m1.png
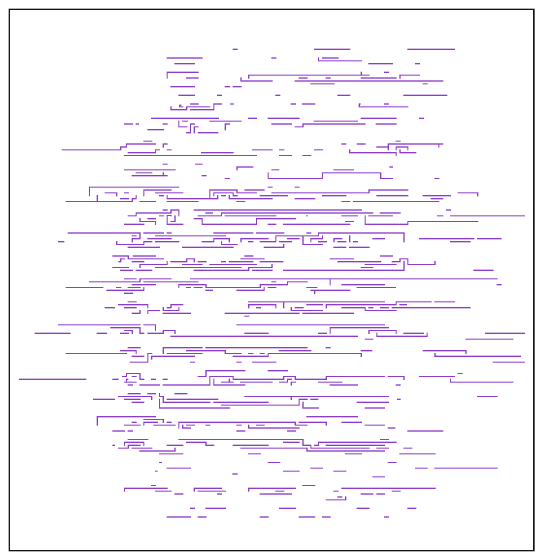
util_map.png
The die is cut into 6 by 6 equal tiles; white is low, dark blue is high, 0 to 100% covered.
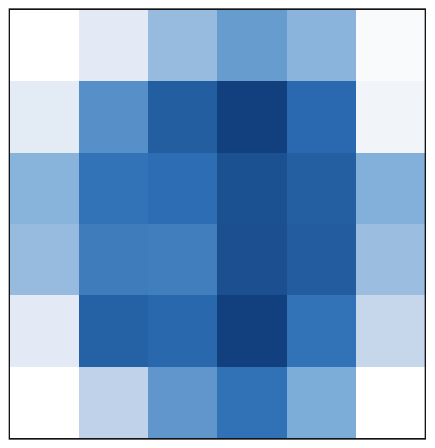
placed.png
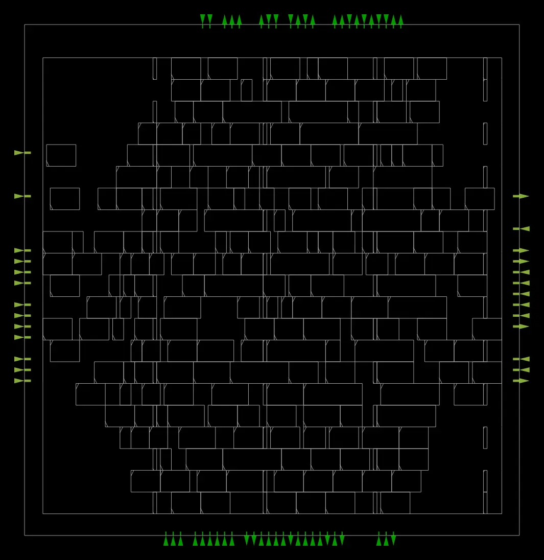
m2.png
Cells faint in the background.
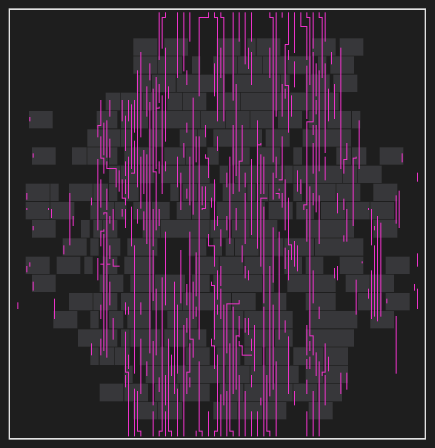
## src/rtl/alu_rr_scheduler.sv

```systemverilog
// Round-robin arbiter and issue/capture FSM that shares one ALU among NUM_REQ requesters.
// The winner's operands are registered onto the ALU, and the result is returned tagged with the requester id.
module alu_rr_scheduler #(
  parameter int unsigned NUM_REQ  = 4,
  parameter int unsigned DATA_W   = 4,
  parameter int unsigned OP_W     = 2,
  parameter int unsigned ALU_WAIT = 1,
  localparam int unsigned ID_W    = $clog2(NUM_REQ)
) (
  input  logic                      clk,
  input  logic                      rst,
  input  logic [NUM_REQ-1:0]        req_valid,
  input  logic [NUM_REQ*DATA_W-1:0] req_a,
  input  logic [NUM_REQ*DATA_W-1:0] req_b,
  input  logic [NUM_REQ*OP_W-1:0]   req_op,
  output logic [NUM_REQ-1:0]        req_ready,
  output logic [DATA_W-1:0]         alu_a,
  output logic [DATA_W-1:0]         alu_b,
  output logic [OP_W-1:0]           alu_op,
  input  logic [DATA_W-1:0]         alu_out,
  input  logic                      alu_c,
  output logic                      rsp_valid,
  output logic [ID_W-1:0]           rsp_id,
  output logic [DATA_W-1:0]         rsp_out,
  output logic                      rsp_c,
  output logic                      busy
);

  localparam int unsigned CNT_W = (ALU_WAIT > 1) ? $clog2(ALU_WAIT) : 1;

  typedef enum logic [1:0] {IDLE, EXEC, RESP} state_t;

  state_t             state_q, state_d;
  logic [ID_W-1:0]    rr_ptr_q, rr_ptr_d;
  logic [CNT_W-1:0]   cnt_q, cnt_d;
  logic [DATA_W-1:0]  alu_a_q, alu_a_d;
  logic [DATA_W-1:0]  alu_b_q, alu_b_d;
  logic [OP_W-1:0]    alu_op_q, alu_op_d;
  logic [ID_W-1:0]    rsp_id_q, rsp_id_d;
  logic [DATA_W-1:0]  rsp_out_q, rsp_out_d;
  logic               rsp_c_q, rsp_c_d;

  logic [DATA_W-1:0]  a_arr  [NUM_REQ];
  logic [DATA_W-1:0]  b_arr  [NUM_REQ];
  logic [OP_W-1:0]    op_arr [NUM_REQ];

  logic               grant_found;
  logic [ID_W-1:0]    grant_id;
  logic [ID_W-1:0]    idx;

  for (genvar g = 0; g < NUM_REQ; g++) begin : g_unpack
    assign a_arr[g]  = req_a[g*DATA_W +: DATA_W];
    assign b_arr[g]  = req_b[g*DATA_W +: DATA_W];
    assign op_arr[g] = req_op[g*OP_W +: OP_W];
  end

  // Search starts one past the last winner, so the last winner has lowest priority.
  always_comb begin
    grant_found = 1'b0;
    grant_id    = '0;
    idx         = '0;
    for (int unsigned i = 1; i <= NUM_REQ; i++) begin
      idx = ID_W'((32'(rr_ptr_q) + i) % NUM_REQ);
      if (!grant_found && req_valid[idx]) begin
        grant_found = 1'b1;
        grant_id    = idx;
      end
    end
  end

  always_comb begin
    req_ready = '0;
    if (state_q == IDLE && grant_found && !rst) begin
      req_ready = NUM_REQ'(1) << grant_id;
    end
  end

  always_comb begin
    state_d   = state_q;
    rr_ptr_d  = rr_ptr_q;
    cnt_d     = cnt_q;
    alu_a_d   = alu_a_q;
    alu_b_d   = alu_b_q;
    alu_op_d  = alu_op_q;
    rsp_id_d  = rsp_id_q;
    rsp_out_d = rsp_out_q;
    rsp_c_d   = rsp_c_q;
    unique case (state_q)
      IDLE: begin
        if (grant_found) begin
          alu_a_d  = a_arr[grant_id];
          alu_b_d  = b_arr[grant_id];
          alu_op_d = op_arr[grant_id];
          rsp_id_d = grant_id;
          rr_ptr_d = grant_id;
          cnt_d    = CNT_W'(ALU_WAIT - 1);
          state_d  = EXEC;
        end
      end
      EXEC: begin
        if (cnt_q == '0) begin
          rsp_out_d = alu_out;
          rsp_c_d   = alu_c;
          state_d   = RESP;
        end else begin
          cnt_d = cnt_q - CNT_W'(1);
        end
      end
      RESP:    state_d = IDLE;
      default: state_d = IDLE;
    endcase
  end

  always_ff @(posedge clk) begin
    if (rst) begin
      state_q   <= IDLE;
      rr_ptr_q  <= ID_W'(NUM_REQ - 1);
      cnt_q     <= '0;
      alu_a_q   <= '0;
      alu_b_q   <= '0;
      alu_op_q  <= '0;
      rsp_id_q  <= '0;
      rsp_out_q <= '0;
      rsp_c_q   <= 1'b0;
    end else begin
      state_q   <= state_d;
      rr_ptr_q  <= rr_ptr_d;
      cnt_q     <= cnt_d;
      alu_a_q   <= alu_a_d;
      alu_b_q   <= alu_b_d;
      alu_op_q  <= alu_op_d;
      rsp_id_q  <= rsp_id_d;
      rsp_out_q <= rsp_out_d;
      rsp_c_q   <= rsp_c_d;
    end
  end

  assign alu_a     = alu_a_q;
  assign alu_b     = alu_b_q;
  assign alu_op    = alu_op_q;
  assign rsp_id    = rsp_id_q;
  assign rsp_out   = rsp_out_q;
  assign rsp_c     = rsp_c_q;
  assign rsp_valid = (state_q == RESP);
  assign busy      = (state_q != IDLE);

endmodule

```

## config.mk

```make
export PLATFORM = sky130hd
export DESIGN_NAME = alu_rr_scheduler
export DESIGN_NICKNAME = d
export VERILOG_FILES = /design/src/rtl/alu_rr_scheduler.sv
export SDC_FILE = /design/constraint.sdc
export NUM_CORES = 1
export LEC_CHECK = 0
export CORE_AREA = 2 2 60 62
export CTS_CLUSTER_DIAMETER = 40
export DETAILED_ROUTE_END_ITERATION = 16
export DIE_AREA = 0 0 62 64
export GPL_ROUTABILITY_DRIVEN = 0
export GPL_TIMING_DRIVEN = 0
export PLACE_DENSITY = 0.93
export SETUP_SLACK_MARGIN = 0.4
export SYNTH_ARGS = -nofsm -noshare
export SYNTH_HDL_FRONTEND = slang
export SYNTH_SLANG_ARGS = --single-unit
```

## constraint.sdc

```tcl
create_clock -name clk -period 4.82 [get_ports clk]
set_clock_uncertainty 0.05 [all_clocks]
set_input_delay 0.964 -clock clk [delete_from_list [all_inputs] [get_ports clk]]
set_output_delay 0.964 -clock clk [all_outputs]
set_load 0.005 [all_outputs]
```

==> COMMIT_EDITMSG <==
Update PnR metrics after Yosys + OpenROAD run

- In the synthesized netlist the async set-or-reset flop fraction comes to 0.
* Total global routing overflow: 0
- Final-layout setup total negative slack: 0 ns
- The clock drives 21 sinks.
* Wire length of the first global-routing pass: 5.768 mm
- Power attributed to the clock group is 0.0867 mW.
- The highest supply drop recorded on VDD is 115.8 µV.
- PortBufs: 73
* Uppermost signal routing layer after detailed routing: met4
- Detailed-route iteration 0 reported a violation count of 29.
- Per the detailed-route log, wirelength across all metal layers totals 3.591 mm.
- Hold path start: rsp_c$_SDFFE_PP0N_
- The power report attributes to the combinational group a share of 0.447.
- The highest clock rate this design can be run at is 0.2496 GHz.
- The path with the worst hold slack has its endpoint at rsp_c$_SDFFE_PP0N_.
- Cell types with the highest counts after synthesis: 21 x sky130_fd_sc_hd__dfxtp_1, 18 x sky130_fd_sc_hd__a211oi_2, 15 x sky130_fd_sc_hd__mux2i_1
- Wire length per cell after detailed routing: 13.76 µm
* Total global-route track usage: 0.1947
* Crit share post-route: 0.8311
- Capture point of the worst reg-to-reg path: alu_b[1]$_SDFFE_PP0P_
* Type of the most critical hold path: reg -> reg
- Portion of synthesized cell area occupied by the leading cell type: 0.3268
- Most instantiated library cell after synthesis: sky130_fd_sc_hd__dfxtp_1
* Tightest slew margin relative to the limit: 0.6772
- Switching power as a fraction of the total was reported as 0.3248.
- Setup-failing EPs final: 0
- STA classifies the critical path startpoint as an input pin.
* Post-cts resize count: 0
- TritonCTS built the clock tree.
* Number of antenna violations at the first check in global routing: 0
- Max-cap violations in this run came to 0.
* Number of flops mapped to enable cells by yosys: 0
- For reference, the top cells by area after synthesis are sky130_fd_sc_hd__dfxtp_1 33%, sky130_fd_sc_hd__a211oi_2 18%, sky130_fd_sc_hd__mux2i_1 12%.
* Category of the most critical setup path: in -> out
- Number of hold-repair buffers added at the cts stage: 0
* Worst hold path depth: 2
- The final layout contains 267 nets.
- The biggest area contributor in the post-synthesis netlist is sky130_fd_sc_hd__dfxtp_1.
- Leakage power: 0.8507 nW
* Remaining design rule violation count: 0
- Met1 Routed Length: 1.529 mm
* RSZ-0062 raised after global routing: no
- Final Max-Slew Violation Tally: 0
* Number of library cell types mapped by synthesis: 29
- The final antenna diode tally reported by the flow is 0.
- Termination of the worst setup path: req_ready[1]
- In the power breakdown, the internal column shows 0.3630 mW.
- Syn Inst Count: 138
* Horizontal die dimension: 62 µm
- Leading cell type in the layout, fill and taps excluded: sky130_fd_sc_hd__clkdlybuf4s50_1
- Minimum period implied by the final worst setup slack: 4.006 ns
- The most used flip-flop cell after synthesis is sky130_fd_sc_hd__dfxtp_1.
* H-Tree Level Count: 1
- The first detailed-routing pass took 4 iterations.
* Ys flops: 21
* Power attributed to combinational cells: 0.240 mW
- Register-to-Register Path Depth: 5
- According to the floorplan report, the total die area is 0.003968 mm².
- The routed layout has 1303 vias.
* Share of post-route cells with drive strength above 1: 0.1395
- The global routing stage identified its most utilized layer as met2.
- Clock tree synthesis inserted a total of 3 buffers.
- Post-synthesis to final-layout area growth: 63.42%
- Global routing met2 resource utilization: 0.3320
* Status: complete, no violations
- Post-Syn Nets: 189
* Total length of routed met2 wires: 1.817 mm
- Buffers added to address setup during post-CTS repair amount to 0.
- In this run the mean area of a mapped cell was 9.321 µm².
- Looking at the clock tree report, the maximum root-to-sink buffer count equals 2.
- The floorplan step set the die height to 64 µm.
- The data required time reported for the critical path is 3.81 ns.
* Clock share of power: 0.161
Notes on m1.png above:
nets with wire on the layer: 232
longest straight run: 36.3 µm
main direction: horizontal
wire length on this layer: 1530 µm
share of all routed wire: 43%

Notes on util_map.png above:
fullest tile: 94%
nearly empty tiles: 8.3%
mean over tiles: 52%
tiles over 75% full: 31%

Notes on placed.png above:
fin util: 0.6400
well tap count: 46

Notes on m2.png above:
longest straight run: 37.4 µm
wire length on this layer: 1820 µm

per-stage QoR:
| stage | cells | worst slack, ns | cell area (µm²) | total power [mW] | utilization |
|---|---|---|---|---|---|
| CTS | 261 | 0.8105 | 2102 | 0.5386 | 0.6400 |
| finish | 261 | 0.8141 | 2102 | 0.5377 | 0.6400 |
| global route | 261 | 0.6558 | 2102 | 0.5698 | 0.6400 |
| floorplan | 138 | 1.906 | 1286 | 0.3398 | - |
| global placement | 257 | 0.8427 | 2074 | 0.4486 | 0.6316 |
| detailed placement | 257 | 0.8189 | 2074 | 0.4548 | 0.6316 |
flip-flops by register name, indices dropped and copies added, names as in the netlist:
register / count
alu_a: 4
alu_b: 4
alu_op: 2
rr_ptr_q: 2
rsp_c: 1
rsp_id: 2
rsp_out: 4
state_q: 2
cell families after synthesis:
kind of cell / synth area share
AND-OR/OR-AND: 0.3463
AND/OR/NAND/NOR: 0.1342
flip-flops: 0.3268
buffers and inverters: 0.07587
multiplexers: 0.1167
worst max-delay path, cell delays in order:
cell                              delay, ns
sky130_fd_sc_hd__clkdlybuf4s50_1       0.50
sky130_fd_sc_hd__nor2b_4               0.18
sky130_fd_sc_hd__o21ai_2               0.16
sky130_fd_sc_hd__buf_1                 0.33
sky130_fd_sc_hd__nand3_1               0.21
sky130_fd_sc_hd__and3_1                0.19
sky130_fd_sc_hd__clkdlybuf4s50_1       0.44
area by class of cell:
type	count	area (µm²)
Fill cell	261	1182
Multi-Input combinational cell	96	768.2
Timing Repair Buffer	73	730.7
Sequential cell	21	420.4
Buffer	11	60.06
Tap cell	46	57.56
Inverter	10	37.54
Clock buffer	3	22.52
Clock inverter	1	5.005
Power and IR drop assume default switching activity.
